===== config.mk =====
export PLATFORM = sky130hd
export DESIGN_NAME = fetch_sequencer
export DESIGN_NICKNAME = d
export VERILOG_FILES = /design/src/rtl/fetch_pkg.sv /design/src/rtl/fetch_queue.sv /design/src/rtl/fetch_sequencer.sv
export SDC_FILE = /design/constraint.sdc
export NUM_CORES = 1
export LEC_CHECK = 0
export ABC_CLOCK_PERIOD_IN_PS = 2400
export CAP_MARGIN = 15
export CORE_UTILIZATION = 40
export CTS_CLUSTER_SIZE = 10
export DETAILED_ROUTE_END_ITERATION = 12
export HOLD_SLACK_MARGIN = 0.15
export PLACE_DENSITY_LB_ADDON = 0.15
export SLEW_MARGIN = 20
export SYNTH_ARGS = -nofsm -noshare
export SYNTH_HDL_FRONTEND = slang
export SYNTH_SLANG_ARGS = --single-unit

===== constraint.sdc =====
create_clock -name clk -period 2.4 [get_ports clk]
set_input_delay 0.36 -clock clk [delete_from_list [all_inputs] [get_ports clk]]
set_output_delay 0.36 -clock clk [all_outputs]
set_load 0.02 [all_outputs]

===== src/rtl/fetch_pkg.sv =====
// Shared types and constants for the instruction-fetch sequencer.
package fetch_pkg;

   typedef enum logic [1:0] {
      BOOT  = 2'd0,
      FETCH = 2'd1,
      HALT  = 2'd2
   } state_t;

   localparam logic [31:0] PC_INC           = 32'd4;
   localparam logic [31:0] DEFAULT_RESET_PC = 32'h0000_0000;

   typedef struct packed {
      logic [31:0] pc;
      logic [31:0] instr;
   } fetch_entry_t;

endpackage


===== src/rtl/fetch_queue.sv =====
// Two-entry circular FIFO holding fetched {pc, instr} pairs toward decode.
module fetch_queue
   import fetch_pkg::*;
(
   input  logic         clk,
   input  logic         rst_n,
   input  logic         flush,
   input  logic         push,
   input  fetch_entry_t push_data,
   input  logic         pop,
   output logic [1:0]   count,
   output logic         head_valid,
   output fetch_entry_t head_data
);

   fetch_entry_t mem [2];
   logic         head;
   logic         tail;

   // Flush only rewinds the pointers; stale storage is masked by count.
   always_ff @(posedge clk or negedge rst_n) begin
      if (!rst_n) begin
         mem[0] <= '0;
         mem[1] <= '0;
         head   <= 1'b0;
         tail   <= 1'b0;
         count  <= 2'd0;
      end else if (flush) begin
         head  <= 1'b0;
         tail  <= 1'b0;
         count <= 2'd0;
      end else begin
         if (push) begin
            mem[tail] <= push_data;
            tail      <= ~tail;
         end
         if (pop) begin
            head <= ~head;
         end
         case ({push, pop})
            2'b10:   count <= count + 2'd1;
            2'b01:   count <= count - 2'd1;
            default: count <= count;
         endcase
      end
   end

   assign head_valid = (count != 2'd0);
   assign head_data  = mem[head];

endmodule


===== src/rtl/fetch_sequencer.sv =====
// Fetch controller: owns the PC, sequences imem, handles redirect/halt/fault.
module fetch_sequencer
   import fetch_pkg::*;
#(
   parameter logic [31:0] RESET_PC = DEFAULT_RESET_PC,
   parameter int          QDEPTH   = 2
) (
   input  logic        clk,
   input  logic        rst_n,
   output logic        imem_req,
   output logic [31:0] imem_addr,
   input  logic [31:0] imem_rdata,
   input  logic        redirect_valid,
   input  logic [31:0] redirect_pc,
   input  logic        halt_req,
   input  logic        resume,
   output logic        out_valid,
   input  logic        out_ready,
   output logic [31:0] out_instr,
   output logic [31:0] out_pc,
   output logic        halted,
   output logic        fault,
   output logic [31:0] fault_pc
);

   localparam logic [1:0] QFULL = 2'(QDEPTH);

   state_t       state;
   state_t       next_state;
   logic [31:0]  pc;
   logic [1:0]   q_count;
   logic         redirect_take;
   logic         misaligned;
   logic         pop;
   logic         push;
   fetch_entry_t push_data;
   fetch_entry_t head_data;

   assign redirect_take = redirect_valid && (state != BOOT);
   assign misaligned    = (redirect_pc[1:0] != 2'b00);
   assign pop           = out_valid && out_ready && !redirect_take;
   assign push          = (state == FETCH) && !redirect_take && ((q_count != QFULL) || pop);
   assign push_data     = '{pc: pc, instr: imem_rdata};

   always_ff @(posedge clk or negedge rst_n) begin
      if (!rst_n) begin
         state <= BOOT;
      end else begin
         state <= next_state;
      end
   end

   // Redirect outranks halt_req; a faulted HALT is only left by an aligned redirect.
   always_comb begin
      next_state = state;
      case (state)
         BOOT: begin
            next_state = FETCH;
         end
         FETCH: begin
            if (redirect_take) begin
               next_state = misaligned ? HALT : FETCH;
            end else if (halt_req) begin
               next_state = HALT;
            end
         end
         HALT: begin
            if (redirect_take) begin
               if (misaligned) begin
                  next_state = HALT;
               end else if (fault) begin
                  next_state = FETCH;
               end
            end else if (resume && !halt_req && !fault) begin
               next_state = FETCH;
            end
         end
         default: begin
            next_state = BOOT;
         end
      endcase
   end

   always_comb begin
      imem_req = (state == FETCH);
      halted   = (state == HALT);
   end

   always_ff @(posedge clk or negedge rst_n) begin
      if (!rst_n) begin
         pc       <= RESET_PC;
         fault    <= 1'b0;
         fault_pc <= 32'd0;
      end else if (redirect_take) begin
         if (misaligned) begin
            fault    <= 1'b1;
            fault_pc <= redirect_pc;
         end else begin
            pc    <= redirect_pc;
            fault <= 1'b0;
         end
      end else if (push) begin
         pc <= pc + PC_INC;
      end
   end

   fetch_queue u_queue (
      .clk        (clk),
      .rst_n      (rst_n),
      .flush      (redirect_take),
      .push       (push),
      .push_data  (push_data),
      .pop        (pop),
      .count      (q_count),
      .head_valid (out_valid),
      .head_data  (head_data)
   );

   assign imem_addr = pc;
   assign out_pc    = head_data.pc;
   assign out_instr = head_data.instr;

endmodule

Figure 1. Cells colored by class (run 1).
Drawn at 2 px/µm.
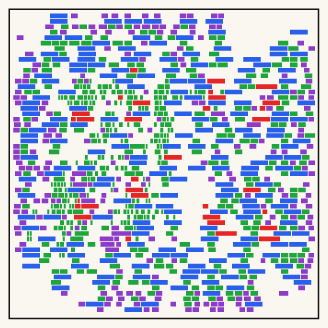
blue -> flops  # cells 199
green -> combinational and other logic  # cells 461
purple -> other buffers and delay cells  # cells 243
red -> clock drivers and dummy loads  # cells 32

Figure 2. The clock network (run 1).
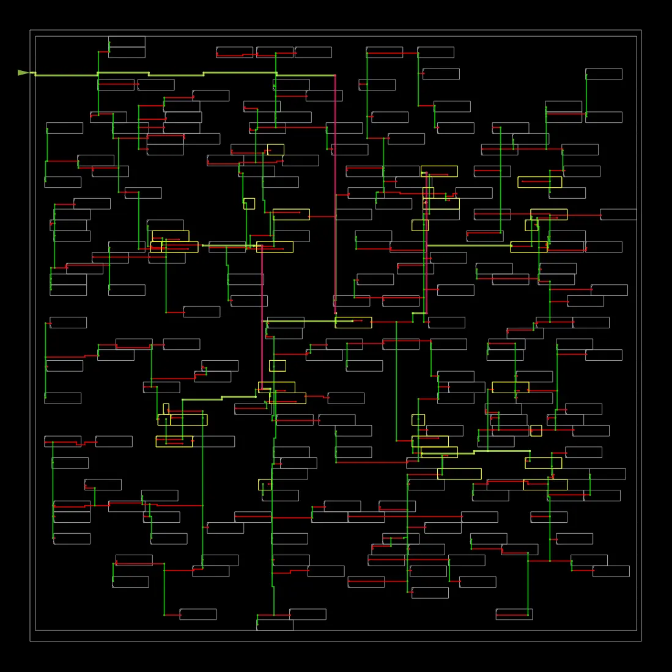
clock network power: 3.03 mW
clk latency late pin: 0.43 ns
TritonCTS Sinks: 199

==> ds_physical_params.txt, run 1 <==
Characteristics after synthesis and place and route

Parameter                              Value

Floorplan
  Chip Footprint    0.0237 mm²
  Die X-Extent    154 µm
  Die Height    154 µm
  Core box area    0.0226 mm²
  Number of core rows    55
  IO Count    202

Logic synthesis
  YS chip area    0.00923 mm²
  Top-area cell share    54.0%
  Area of the mapped netlist    0.00923 mm²
  Cell types with the highest counts after synthesis    sky130_fd_sc_hd__dfrtp_1 (199), sky130_fd_sc_hd__mux2_2 (176), sky130_fd_sc_hd__nor2_1 (39), sky130_fd_sc_hd__mux2_4 (36), sky130_fd_sc_hd__nand2_1 (34)
  Yosys cell count    702
  Top comb family, area    multiplexers
  AND-OR/OR-AND share of the synthesized area    6.72%
  Flip-flops with a built-in enable    0
  Post-synthesis sequential area ratio    54.0%
  Synthesized registers    199
  Largest cells by area    sky130_fd_sc_hd__dfrtp_1 (54%), sky130_fd_sc_hd__mux2_2 (21%), sky130_fd_sc_hd__mux2_4 (5.9%)
  Most used flip-flop cell    sky130_fd_sc_hd__dfrtp_1
  Syn Inst Count    702
  Proportion of synthesized flip-flops having asynchronous set or reset    100%
  Number of distinct library cells after synthesis    60
  Adders+Majority by Area    0.136%
  Xor/xnor share    0.0949%

Route
  Sum of routed wire length over all layers    23.7 mm
  Routed wire per std cell    19.4 µm
  Vias post-DR    6534
  Number of iterations in the first detailed-routing pass    4
  Number of nets still failing antenna checks after routing    0

Setup path
  Largest delay share family, worst path    buffers and inverters
  Required time at the endpoint of the critical path    2.04 ns
  RR Startpoint    imem_addr[2]
  Delay of the slowest cell on the worst path    0.54 ns
  Count of cell instances traversed by the critical path    3
  Worst setup path endpoint    out_pc[14]
  Cell-by-cell trace of the critical path    buf_6 > mux2_2 > clkdlybuf4s50_1
  Critical register-to-register path endpoint    imem_addr[22]

Status
  Status    finished, final reports clean

Global routing
  Via count of the first global-routing pass    7148
  Number of antenna violations at the first check in global routing    0
  Overall Global Routing Usage    20.9%

Pwr
  Top pwr grp    combinational cells
  Portion of total power attributed to combinational logic    49.1%
  Switching part of the total    37.6%
  Proportion of power drawn by flip-flops and latches    33.8%
  Share of power burned in the clock network    17.1%
  Switching power    6.65 mW
  Ratio of total power to cell area    1420 mW/mm²
  Power attributed to combinational cells    8.67 mW
  Flip-flop and latch power    5.96 mW

Final timing
  Minimum clock period after layout    2.34 ns
  Setup repair after global routing missed its margin    false
  Final setup TNS    0 ns

Final layout
  Antenna Diode Count    0
  Leading cell type in the layout, fill and taps excluded    sky130_fd_sc_hd__dfrtp_1
  Share of final-layout standard cells stronger than drive strength 1    32.0%
  Area added between synthesis and finish    34.6%
  Final net count    993

CTS
  Number of buffers between clock root and the deepest sink    2
  Total number of H-tree levels    4
  Total setup buffers inserted after CTS    0
  Library cell used as clock root buffer    sky130_fd_sc_hd__clkbuf_16

Place
  Half-perimeter wire length after placement    16.4 mm
  IO Port Bufs    201

Flow run
  Number of warnings in the stage logs    26
  # Max-Cap Violations    0
Figure 3. Wires at chosen ports, followed through buffers (run 1).
Drawn at 3 px/µm.
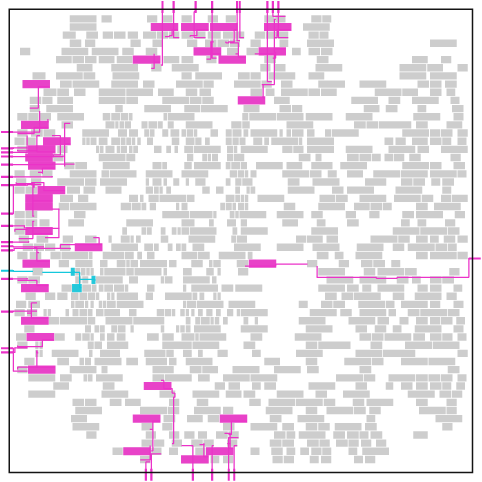
cyan -> halt_req  # bits 1, direction input, edge west, end cells 3, buffers 1, wire 31.0 µm
magenta -> fault_pc  # bits 32, direction output, edge 16 west, 9 north, 6 south, 1 east, end cells 32, buffers 32, wire 893 µm

Figure 4. Clock distribution (run 1).
Drawn at 3 px/µm.
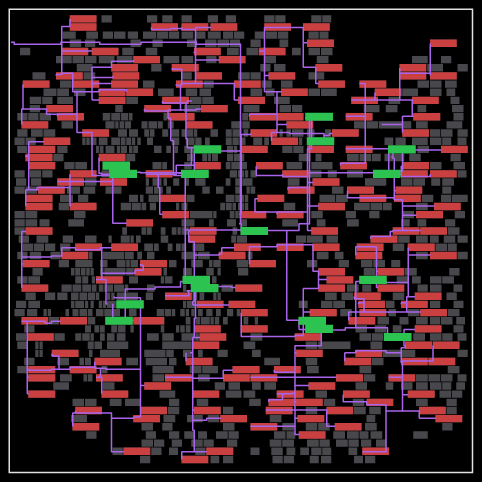
purple -> clock wires  # length 2490 µm
red -> flip-flops  # count 199
green -> clock drivers  # count 17
flops lie = all over the die
routed clock nets = 18

## run 1: stage by stage
| step | utilization, % | area, µm² | hold slack [ns] | cells | worst slack (ns) |
|---|---|---|---|---|---|
| after global placement | 52.3 | 11800 | 0.435 | 1187 | 0.0554 |
| after CTS | 54.8 | 12400 | 0.489 | 1220 | 0.0180 |
| after global routing | 54.9 | 12400 | 0.514 | 1220 | 0.000418 |
| after floorplan | - | 9230 | 0.0644 | 702 | 0.425 |
| final | 54.9 | 12400 | 0.483 | 1220 | 0.0567 |
| after detailed placement | 52.3 | 11800 | 0.449 | 1187 | 0.0354 |
## run 1: cells by family after synthesis
logic type / count (synthesis)
XOR/XNOR: 1
adder cells (fa/ha/maj): 1
AND/OR/NAND/NOR: 140
AND-OR/OR-AND: 92
buffers and inverters: 46
flip-flops: 199
multiplexers: 223
## run 1: registers in the layout, indices dropped and copies added (netlist names)
signal,flops
u_queue.mem,128
u_queue.tail,1
state,2
u_queue.count,2
u_queue.head,1
fault_pc,32
fault,1
imem_addr,32
## run 1: area by class of cell
cell class                      instances  area (µm²)  area share (%)
Timing Repair Buffer                  243        2410            19.4
Sequential cell                       199        4980            40.1
Inverter                                4        15.0           0.121
Clock inverter                         14         189            1.52
Clock buffer                           18         429            3.45
Multi-Input combinational cell        457        4040            32.5
Tap cell                              285         357            2.87
## run 1: metal layers
metal  track usage [%]  vias to the layer above  wire [µm]
li1                  -                     2997          -
met1              26.6                     3303      10600
met2              35.0                      210      11400
met3              4.93                       24       1240
met4              6.57                        0        394
met5                 0                        -          0
## run 1: timing repair
item,4_1_cts,5_1_grt
endpoints found under the setup margin,64,7
gates resized,53,7
gates cloned,0,0
hold endpoints to repair,73,0
hold buffers,1,0
pin swaps,0,0
==> run 2, diff against run 1 <==
Settings changed: PLACE_DENSITY from default to 0.66, PLACE_DENSITY_LB_ADDON 0.15 to default.
==> run 2 against run 1 <==
Synthesized cell count unchanged. Clock skew down 0.0050 ns. Total power down 0.65%. Non-clock buffer count up 16. Worst setup slack worse by 0.0067 ns. Combinational power up 2.4%. Area after synthesis unchanged. Routed wire length down 0.11%. Highest routed layer unchanged.
==> ds_physical_params.txt, run 2 <==
Characteristics after synthesis and place and route

Parameter                              Value

Logic synthesis
  Top-area cell share    54.0% (unchanged)
  Number of distinct library cells after synthesis    60 (unchanged)
  Post-synthesis sequential area ratio    54.0% (unchanged)
  Area of the mapped netlist    0.00923 mm² (unchanged)
  Largest cells by area    sky130_fd_sc_hd__dfrtp_1 (54%), sky130_fd_sc_hd__mux2_2 (21%), sky130_fd_sc_hd__mux2_4 (5.9%) (unchanged)
  Cell types with the highest counts after synthesis    sky130_fd_sc_hd__dfrtp_1 (199), sky130_fd_sc_hd__mux2_2 (176), sky130_fd_sc_hd__nor2_1 (39), sky130_fd_sc_hd__mux2_4 (36), sky130_fd_sc_hd__nand2_1 (34) (unchanged)
  Proportion of synthesized flip-flops having asynchronous set or reset    100% (unchanged)
  Yosys cell count    702 (unchanged)
  YS chip area    0.00923 mm² (unchanged)
  Syn Inst Count    702 (unchanged)

Final timing
  Final setup TNS    0 ns (unchanged)
  Setup repair after global routing missed its margin    false (unchanged)
  Minimum clock period after layout    2.35 ns (was 2.34 ns)

Setup path
  CP Class    flop to primary output (unchanged)
  Largest delay share family, worst path    buffers and inverters (unchanged)
  Required time at the endpoint of the critical path    2.04 ns (about the same)
  Worst setup path endpoint    out_instr[1] (was out_pc[14])

Route
  Met3 routed WL    1.41 mm (was 1.24 mm)
  Sum of routed wire length over all layers    23.7 mm (about the same)
  Wire length on met2    10.9 mm (was 11.4 mm)
  Routed wire per std cell    19.1 µm (was 19.4 µm)
  Number of nets still failing antenna checks after routing    0 (unchanged)
  Routed length on met1    11.1 mm (was 10.6 mm)
  Top routing layer used    met4 (unchanged)
  Vias post-DR    6563 (was 6534)

CTS
  Number of buffers between clock root and the deepest sink    2 (unchanged)
  Clk latency late pin    0.44 ns (was 0.43 ns)
  Total number of H-tree levels    4 (unchanged)
  Library cell used as clock root buffer    sky130_fd_sc_hd__clkbuf_16 (unchanged)
  TritonCTS Sinks    199 (unchanged)

Final layout
  Share of final-layout standard cells stronger than drive strength 1    33.2% (was 32.0%)
  Final design area excluding fillers    0.0125 mm² (was 0.0124 mm²)
  Final core utilization    55.2% (was 54.9%)
  Final net count    1009 (was 993)
  Flip-flop count of the largest register, all copies and words added    128 (unchanged)

Floorplan
  IO Count    202 (unchanged)
  Die Height    154 µm (unchanged)
  Die X-Extent    154 µm (unchanged)
  Chip Footprint    0.0237 mm² (unchanged)
  Number of core rows    55 (unchanged)
  Core box area    0.0226 mm² (unchanged)

Pwr
  Proportion of power drawn by flip-flops and latches    33.5% (was 33.8%)
  Switching part of the total    38.4% (was 37.6%)
  Ratio of total power to cell area    1400 mW/mm² (was 1420 mW/mm²)
  Switching power    6.74 mW (was 6.65 mW)
  Share of power burned in the clock network    15.9% (was 17.1%)
  Portion of total power attributed to combinational logic    50.6% (was 49.1%)

Global routing
  Number of antenna violations at the first check in global routing    0 (unchanged)
  Global-route layer with the greatest usage    met2 (unchanged)
  Overall Global Routing Usage    20.6% (was 20.9%)
  GR met3 Demand/Resource    5.05% (was 4.93%)
  Met2 track utilization from global routing    32.0% (was 35.0%)

Place
  Post-Place Worst Slack    -0.0669 ns (was 0.0354 ns)
  Half-perimeter wire length after placement    16.5 mm (was 16.4 mm)
  IO Port Bufs    201 (unchanged)
  Placed instance area    0.0120 mm² (was 0.0118 mm²)

Flow run
  # Max-Cap Violations    0 (unchanged)

Status
  Status    finished, final reports clean (unchanged)
## run 2: power by group through the flow
stage               Clock (mW)  Combinational (mW)  Sequential, mW
detailed placement           0                9.33            5.98
global placement             0                9.24            5.96
global route              3.00                9.44            6.10
floorplan                    0                4.75            6.33
finish                    2.79                8.88            5.88
CTS                       2.87                8.98            5.88
## run 2: logic make-up after synthesis
kind of cell | count (synthesis) | synth area share, %
buf+inv | 46 | 2.51
simple gates | 140 | 7.94
xor+xnor | 1 | 0.0949
fa+ha+maj | 1 | 0.136
mux | 223 | 28.6
compound gates | 92 | 6.72
flops | 199 | 54.0
## run 2: worst min path at each step
stage	slack, ns	endpoint	cells past startpoint	from
6_report	0.48	u_queue.mem[76]	2	rst_n
5_1_grt	0.50	u_queue.mem[65]	1	u_queue.mem[65]
4_1_cts	0.50	u_queue.mem[12]	2	rst_n
3_5_place_dp	0.40	u_queue.mem[12]	1	rst_n
3_3_place_gp	0.40	u_queue.mem[76]	1	rst_n
2_1_floorplan	0.06	fault	0	rst_n
## run 2: area by class of cell
cell class                      instances  area [µm²]  area share (%)
Tap cell                              285         357            2.85
Multi-Input combinational cell        457        4040            32.3
Timing Repair Buffer                  259        2550            20.4
Sequential cell                       199        4980            39.8
Inverter                                4        15.0           0.120
Clock inverter                         15         138            1.10
Clock buffer                           17         425            3.40
## run 2: metrics by stage
step / cells / hold slack, ns
final: 1236 / 0.481
after global routing: 1236 / 0.504
after global placement: 1198 / 0.403
after detailed placement: 1198 / 0.405
after floorplan: 702 / 0.0644
after CTS: 1236 / 0.495
## run 2: what timing repair did
item / CTS / global route
resized: 61 / 0
setup endpoints to repair: 54 / 0
buffers inserted: 5 / 0
hold endpoints to repair: 58 / 0
hold buffers: 1 / 0
Figure 5. Wires at chosen ports, followed through buffers (run 2).
Drawn at 3 px/µm.
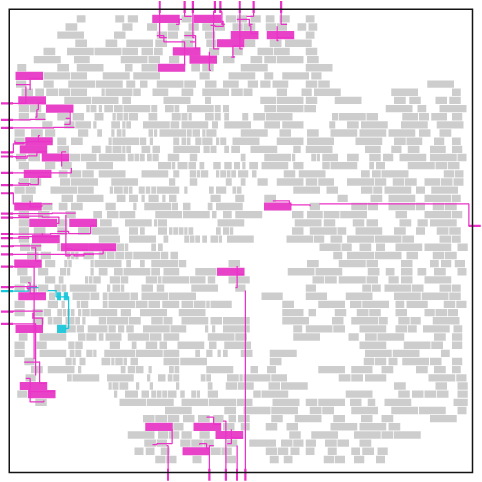
cyan -> halt_req  # bits 1, direction input, edge west, end cells 3, buffers 1, wire 30.9 µm
magenta -> fault_pc  # bits 32, direction output, edge 18 west, 8 north, 5 south, 1 east, end cells 32, buffers 32, wire 880 µm

Figure 6. Cells colored by class (run 2).
Drawn at 2 px/µm.
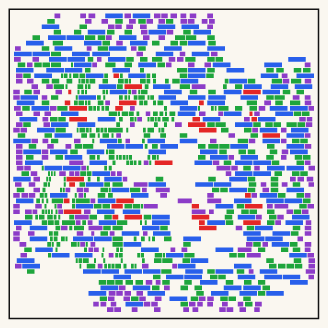
red -> clock drivers and dummy loads  # cells 32
green -> combinational and other logic  # cells 461
purple -> other buffers and delay cells  # cells 259
blue -> flops  # cells 199

==> run 3, diff against run 2 <==
Settings changed: CORE_UTILIZATION 40 to 55, DONT_BUFFER_PORTS from default to 1, PLACE_DENSITY 0.66 to 0.7.
==> run 3 against run 2 <==
The run now ends with negative hold slack left. Via count down 6.4%. Fmax grew 6.6%. Sequential share of layout area increased by 5.8 points. Non-clock buffer count down 151. Highest routed layer unchanged. Synthesized cell count unchanged. Clock skew increased by 0.0024 ns. Final cell count down 18%. Largest cell class unchanged. Clock power barely moved. Register-to-register slack got worse by 0.10 ns. Sequential power rose by 11%. Combinational power fell by 31%.
==> ds_physical_params.txt, run 3 <==
Characteristics after synthesis and place and route

Parameter                              Value

Pwr
  Proportion of power drawn by flip-flops and latches    42.0% (was 33.5%)
  Switching part of the total    40.0% (was 38.4%)
  Share of power burned in the clock network    18.1% (was 15.9%)
  Portion of total power attributed to combinational logic    39.8% (was 50.6%)
  Ratio of total power to cell area    1420 mW/mm² (was 1400 mW/mm²)

Place
  Number of placed instances, taps included    916 (was 1198)
  Post-Place Worst Slack    0.247 ns (was -0.0669 ns)
  Placed instance area    0.00965 mm² (was 0.0120 mm²)
  Half-perimeter wire length after placement    14.2 mm (was 16.5 mm)

Final layout
  Register with the most flip-flops    u_queue.mem (unchanged)
  Final core utilization    67.7% (was 55.2%)
  Leading cell type in the layout, fill and taps excluded    sky130_fd_sc_hd__dfrtp_1 (unchanged)
  Antenna Diode Count    0 (unchanged)
  Count of non-filler cells in the finished layout    1016 (was 1236)
  Final net count    858 (was 1009)
  Flip-flop count of the largest register, all copies and words added    128 (unchanged)

Final timing
  Fin worst setup slack    0.196 ns (was 0.0500 ns)
  Final setup TNS    0 ns (unchanged)
  Number of hold violations in the final report    199 (was 0)
  Worst Hold Slack    -0.387 ns (was 0.481 ns)

Flow run
  Number of warnings in the stage logs    30 (was 26)
  # Max-Cap Violations    0 (unchanged)

Floorplan
  Die Height    132 µm (was 154 µm)
  Chip Footprint    0.0173 mm² (was 0.0237 mm²)
  Die X-Extent    132 µm (was 154 µm)
  IO Count    202 (unchanged)

Setup path
  Cell-by-cell trace of the critical path    or3b_1 > a2bb2oi_2 > buf_4 > a21oi_1 > o21ba_2 (was buf_2 > mux2_2 > clkdlybuf4s50_1)
  Delay of the slowest cell on the worst path    0.70 ns (was 0.57 ns)
  RR Startpoint    state[1] (was state[0])
  CP Class    flop to flop (was flop to primary output)

Logic synthesis
  Cell types with the highest counts after synthesis    sky130_fd_sc_hd__dfrtp_1 (199), sky130_fd_sc_hd__mux2_2 (176), sky130_fd_sc_hd__nor2_1 (39), sky130_fd_sc_hd__mux2_4 (36), sky130_fd_sc_hd__nand2_1 (34) (unchanged)
  Number of distinct library cells after synthesis    60 (unchanged)
  YS chip area    0.00923 mm² (unchanged)
  Most used flip-flop cell    sky130_fd_sc_hd__dfrtp_1 (unchanged)
  Top-area cell share    54.0% (unchanged)
  Post-synthesis sequential area ratio    54.0% (unchanged)
  Syn Inst Count    702 (unchanged)

Global routing
  GR met1 Demand/Resource    32.0% (was 28.8%)
  Overall Global Routing Usage    25.7% (was 20.6%)
  Met2 track utilization from global routing    43.0% (was 32.0%)
  Number of antenna violations at the first check in global routing    0 (unchanged)
  Global-route layer with the greatest usage    met2 (unchanged)

Route
  Sum of routed wire length over all layers    21.7 mm (was 23.7 mm)
  Number of nets still failing antenna checks after routing    0 (unchanged)
  Vias post-DR    6140 (was 6563)
  Routed wire per std cell    21.3 µm (was 19.1 µm)

Status
  Status    finished, violations left (was finished, final reports clean)
  Violated checks    negative hold slack

CTS
  Library cell used as clock root buffer    sky130_fd_sc_hd__clkbuf_16 (unchanged)
  Total setup buffers inserted after CTS    0 (was 5)
  TritonCTS Sinks    199 (unchanged)
  Total number of H-tree levels    4 (unchanged)
  Clk latency late pin    0.44 ns (about the same)
  Gates resized, CTS repair    0 (was 61)
-- run 3: kinds of logic (layout without fill, tap and decap cells) --
kind of cell | count (synthesis) | in the layout | share of synthesized area (%)
buffers and inverters | 46 | 144 | 2.51
xor gates and xnor gates | 1 | 1 | 0.0949
and+or+nand+nor | 140 | 140 | 7.94
DFF | 199 | 199 | 54.0
adders and majority gates | 1 | 1 | 0.136
AOI/OAI and AO/OA | 92 | 92 | 6.72
muxes | 223 | 223 | 28.6
-- run 3: power groups by stage --
stage / Clock (mW) / Sequential [mW] / Combinational [mW]
after floorplan: 0 / 6.33 / 4.75
after global placement: 0 / 6.43 / 5.87
after detailed placement: 0 / 6.56 / 6.04
after CTS: 2.85 / 6.51 / 6.19
after global routing: 2.97 / 6.71 / 6.56
final: 2.81 / 6.51 / 6.17
-- run 3: final timing paths --
kind | end | slack, ns | cells past startpoint
max | imem_addr[14] | 0.20 | 5
min in group clk | imem_addr[8] | 0.16 | 2
min reg2reg | u_queue.mem[56] | 0.48 | 2
min | u_queue.mem[6] | -0.39 | 0
max in group asynchronous | u_queue.mem[121] | 2.50 | 0
max reg2reg | imem_addr[14] | 0.20 | 5
-- run 3: final cells by class --
type                       count  area, µm²  share of cell area (%)
sequential                   199       4980                    45.7
clock buffer                  22        494                    4.53
inverter                       4       15.0                   0.138
timing repair buffer         108       1020                    9.33
clock inverter                10       92.6                   0.848
multi-input combinational    457       4040                    37.0
tap                          216        270                    2.48
-- run 3: per-layer routing --
metal  vias to the layer above  wire [µm]  part of all wire (%)
li1                       2724          -                     -
met1                      3110       9020                    42
met2                       263      10700                    49
met3                        43       1560                   7.2
met4                         0        441                   2.0
met5                         -          0                     0
Figure 7. The clock network (run 3).
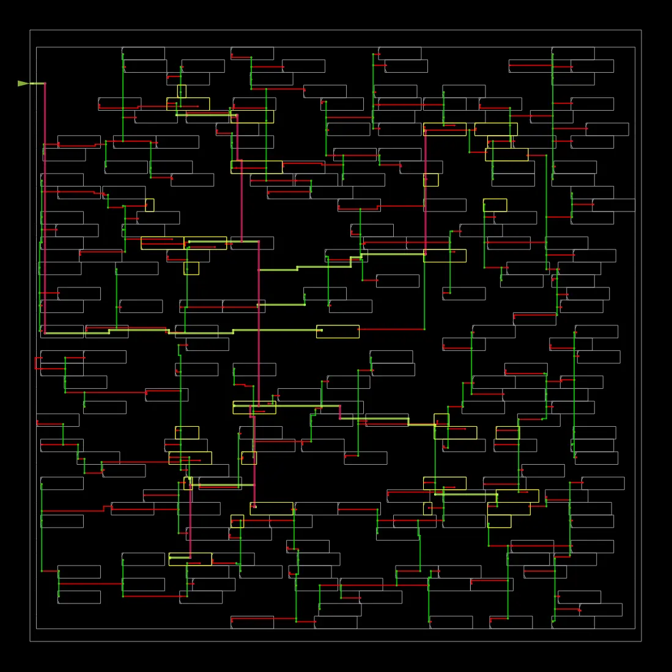
# clk buffers: 22
clock network power: 2.81 mW
number of sequential cells in the layout: 199

Figure 8. Met3 routing (run 3).
Drawn at 3 px/µm.
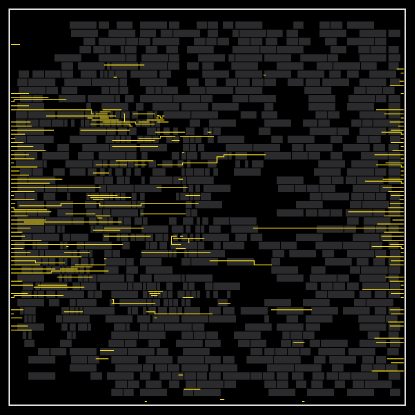
wire length on this layer = 1560 µm
main direction = horizontal
longest straight run = 49.9 µm

Power is estimated from default activity; no workload was simulated.
